## src/rtl/apr_fm_parity.sv

```systemverilog
// FM parity store and checker for the 36-bit AC file: one odd-parity bit per FM location,
// written on FM writes, verified one cycle after FM reads, with sticky error capture.
module apr_fm_parity (
  input  logic        clk_apr_h,
  input  logic        mr_reset_h,
  input  logic        edp_fm_parity_00to05_h,
  input  logic        edp_fm_parity_06to11_h,
  input  logic        edp_fm_parity_12to17_h,
  input  logic        edp_fm_parity_18to23_h,
  input  logic        edp_fm_parity_24to29_h,
  input  logic        edp_fm_parity_30to35_h,
  input  logic [2:0]  apr_fm_block_h,
  input  logic [3:0]  apr_fm_adr_h,
  input  logic        fm_write_h,
  input  logic        fm_read_chk_h,
  input  logic        apr_fm_par_chk_en_h,
  input  logic        apr_clr_fm_par_err_h,
  input  logic        diag_read_func_13x_h,
  output logic        fm_parity_err_h,
  output logic        fm_init_busy_h,
  output logic [35:0] ebus_d_h
);

  typedef enum logic {StInit, StRun} state_e;

  state_e      state_q, state_d;
  logic [6:0]  ptr_q, ptr_d;
  logic        ram_q [128];

  logic        s1_vld_q, s1_vld_d;
  logic        s1_wp_q, s1_sp_q;
  logic [6:0]  s1_idx_q;

  logic        err_q, err_d;
  logic [6:0]  adr_q, adr_d;
  logic [3:0]  cnt_q, cnt_d;

  logic        wp;
  logic [6:0]  idx;
  logic        chk_go;
  logic        ram_we, ram_wd;
  logic [6:0]  ram_wa;
  logic        s1_fail;

  assign wp  = edp_fm_parity_00to05_h ^ edp_fm_parity_06to11_h ^ edp_fm_parity_12to17_h ^
               edp_fm_parity_18to23_h ^ edp_fm_parity_24to29_h ^ edp_fm_parity_30to35_h;
  assign idx = {apr_fm_block_h, apr_fm_adr_h};

  assign chk_go   = (state_q == StRun) && fm_read_chk_h;
  assign s1_vld_d = chk_go;

  always_comb begin
    state_d = state_q;
    ptr_d   = ptr_q;
    unique case (state_q)
      StInit: begin
        ptr_d = ptr_q + 7'd1;
        if (ptr_q == 7'd127) state_d = StRun;
      end
      StRun:   ;
      default: state_d = StInit;
    endcase
  end

  // INIT fills every entry with 1, the correct odd parity of an all-zero word.
  always_comb begin
    ram_we = 1'b0;
    ram_wa = idx;
    ram_wd = ~wp;
    if (state_q == StInit) begin
      ram_we = 1'b1;
      ram_wa = ptr_q;
      ram_wd = 1'b1;
    end else if (fm_write_h) begin
      ram_we = 1'b1;
    end
  end

  always_ff @(posedge clk_apr_h) begin
    if (ram_we) ram_q[ram_wa] <= ram_wd;
  end

  // Nonblocking read alongside the write gives read-before-write at the same index.
  always_ff @(posedge clk_apr_h) begin
    if (chk_go) begin
      s1_wp_q  <= wp;
      s1_sp_q  <= ram_q[idx];
      s1_idx_q <= idx;
    end
  end

  assign s1_fail = s1_vld_q && !(s1_wp_q ^ s1_sp_q) && apr_fm_par_chk_en_h;

  always_comb begin
    err_d = err_q;
    adr_d = adr_q;
    cnt_d = cnt_q;
    if (s1_fail) begin
      err_d = 1'b1;
      if (!err_q || apr_clr_fm_par_err_h) adr_d = s1_idx_q;
      if (apr_clr_fm_par_err_h)           cnt_d = 4'd1;
      else if (cnt_q != 4'd15)            cnt_d = cnt_q + 4'd1;
    end else if (apr_clr_fm_par_err_h) begin
      err_d = 1'b0;
      adr_d = '0;
      cnt_d = '0;
    end
  end

  always_ff @(posedge clk_apr_h) begin
    if (mr_reset_h) begin
      state_q  <= StInit;
      ptr_q    <= '0;
      s1_vld_q <= 1'b0;
      err_q    <= 1'b0;
      adr_q    <= '0;
      cnt_q    <= '0;
    end else begin
      state_q  <= state_d;
      ptr_q    <= ptr_d;
      s1_vld_q <= s1_vld_d;
      err_q    <= err_d;
      adr_q    <= adr_d;
      cnt_q    <= cnt_d;
    end
  end

  assign fm_parity_err_h = err_q;
  assign fm_init_busy_h  = (state_q == StInit);

  // EBUS numbering is MSB-first: the field MSB lands on the lower bit number.
  always_comb begin
    ebus_d_h = '0;
    if (diag_read_func_13x_h) begin
      ebus_d_h[0] = err_q;
      ebus_d_h[1] = fm_init_busy_h;
      for (int i = 0; i < 7; i++) ebus_d_h[2 + i] = adr_q[6 - i];
      for (int i = 0; i < 4; i++) ebus_d_h[9 + i] = cnt_q[3 - i];
    end
  end

endmodule
```

## config.mk

```make
export PLATFORM = sky130hd
export DESIGN_NAME = apr_fm_parity
export DESIGN_NICKNAME = d
export VERILOG_FILES = /design/src/rtl/apr_fm_parity.sv
export SDC_FILE = /design/constraint.sdc
export NUM_CORES = 1
export LEC_CHECK = 0
export ABC_AREA = 1
export CORE_MARGIN = 3
export CORE_UTILIZATION = 35
export CTS_CLUSTER_SIZE = 8
export DETAILED_ROUTE_END_ITERATION = 8
export GPL_TIMING_DRIVEN = 0
export REMOVE_ABC_BUFFERS = 1
export SYNTH_ARGS = -nofsm -noshare
export SYNTH_HDL_FRONTEND = slang
export SYNTH_SLANG_ARGS = --single-unit
export TNS_END_PERCENT = 20
```

## constraint.sdc

```tcl
create_clock -name clk_apr_h -period 6.7 [get_ports clk_apr_h]
set_clock_uncertainty 0.2 [all_clocks]
set_input_delay 1.34 -clock clk_apr_h [delete_from_list [all_inputs] [get_ports clk_apr_h]]
set_output_delay 1.34 -clock clk_apr_h [all_outputs]
set_load 0.02 [all_outputs]
```

clock_map.png
Drawn at 3 px/um.
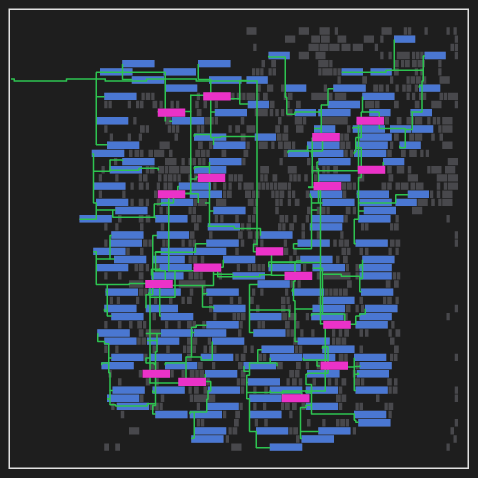
Key: clock wires = green [length 1,900 um]; flip-flops = blue [count 158]; cells driving clock nets = magenta [count 17]
There are 18 routed clock nets.

wire_density.png
Drawn at 2 px/um. The die is cut into 31 by 31 equal tiles; white is low, dark blue is high, scaled to the fullest tile. Values are wire area over tile area, all layers added.
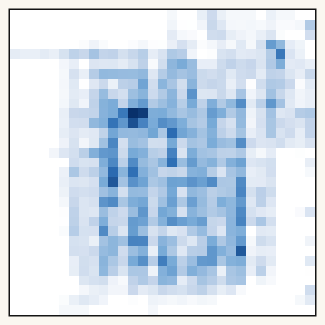
The emptiest ninth of the die: upper left. 7.9% of the tiles are over half the peak. The mean over all tiles is 0.12. 32% of the tiles are nearly empty. The densest ninth of the die: center.

power by group through the flow:
stage | Sequential (uW) | Clock (uW) | Combinational [uW]
6_report | 1060 | 956 | 143
5_1_grt | 1060 | 1010 | 158
4_1_cts | 1060 | 968 | 144
3_5_place_dp | 1080 | 0 | 144
3_3_place_gp | 1080 | 0 | 143
2_1_floorplan | 1080 | 0 | 78.6
per-stage QoR:
step | power [uW] | utilization | cell area, um^2 | std cells
after floorplan | 1160 | - | 7220 | 773
after global placement | 1220 | 0.382 | 7890 | 1077
after CTS | 2170 | 0.412 | 8530 | 1111
after global routing | 2230 | 0.412 | 8530 | 1111
final | 2160 | 0.412 | 8530 | 1111
after detailed placement | 1220 | 0.383 | 7930 | 1079
cells in the mapped netlist:
master	count
a211oi_1	3
a21oi_1	16
a21oi_2	3
a31oi_1	1
and3_1	2
buf_1	1
buf_2	23
buf_4	24
buf_6	4
clkbuf_1	10
clkinv_1	1
conb_1	1
dfxtp_1	21
edfxtp_1	137
ha_1	2
inv_1	36
inv_2	9
inv_4	1
nand2_1	202
nand3_1	130
nand3_2	1
nor2_1	151
nor2_2	2
nor2_4	1
nor3_1	6
nor3_2	5
nor3b_1	1
o211ai_1	7
o21ai_0	2
o21ai_1	1
o21ai_2	3
xnor2_1	3
xor2_1	3
state kept, by name (all words and copies together), names as in the netlist:
| signal | count |
|---|---|
| ptr_q | 7 |
| s1_sp_q | 1 |
| adr_q | 7 |
| s1_idx_q | 7 |
| s1_vld_q | 1 |
| fm_parity_err_h | 1 |
| ram_q | 128 |
| s1_wp_q | 1 |
| state_q | 1 |
| cnt_q | 4 |
critical path, cell delays in order:
cell and delay (ps):
clkdlybuf4s50_1 760, inv_1 90, nor2_1 90, clkdlybuf4s50_1 620
==> impl_metrics.json <==
{
  "outcome": "finished clean",
  "num_vias": 5504,
  "wl_met2_um": 8950,
  "yosys_area_um2": 7510,
  "period_used_share": 0.664,
  "final.clkbuf_count": 23,
  "vias_per_cell": 4.95,
  "grt_max_degree": 68,
  "synth_area_um2": 7510,
  "ys_sh_mux": 0,
  "ys_sh_aoi": 0.0305,
  "power_frac_seq": 0.491,
  "hold_viol": 0,
  "required_ps": 5160,
  "dieHeight_um": 153,
  "cts_tree": "built",
  "comb_cells": 568,
  "dpl.hpwl_um": 10100,
  "cts_hold_buf": 0,
  "fmax_ghz": 0.225,
  "tns_ps": 0,
  "post-cts-setup-buffers": 0,
  "clockNetworkAreaShare": 0.0700,
  "fp-utilization": 0.363,
  "cts_resized": 0,
  "nFillCells": 2038,
  "overflow": 0,
  "topCellsByArea": "edfxtp_1 (55%), nand2_1 (10%), nand3_1 (8.7%)",
  "post-route-drc-count": 0,
  "reg2reg_slack_ps": 3610,
  "dominant_cells": "flip-flops and latches",
  "hold_path_end": "cnt_q[3]$_SDFFE_PP0P_",
  "simple_gate_share": 0.281,
  "met1_usage": 0.183
}
Power figures rest on the tool's default switching activity, not on a simulated workload.
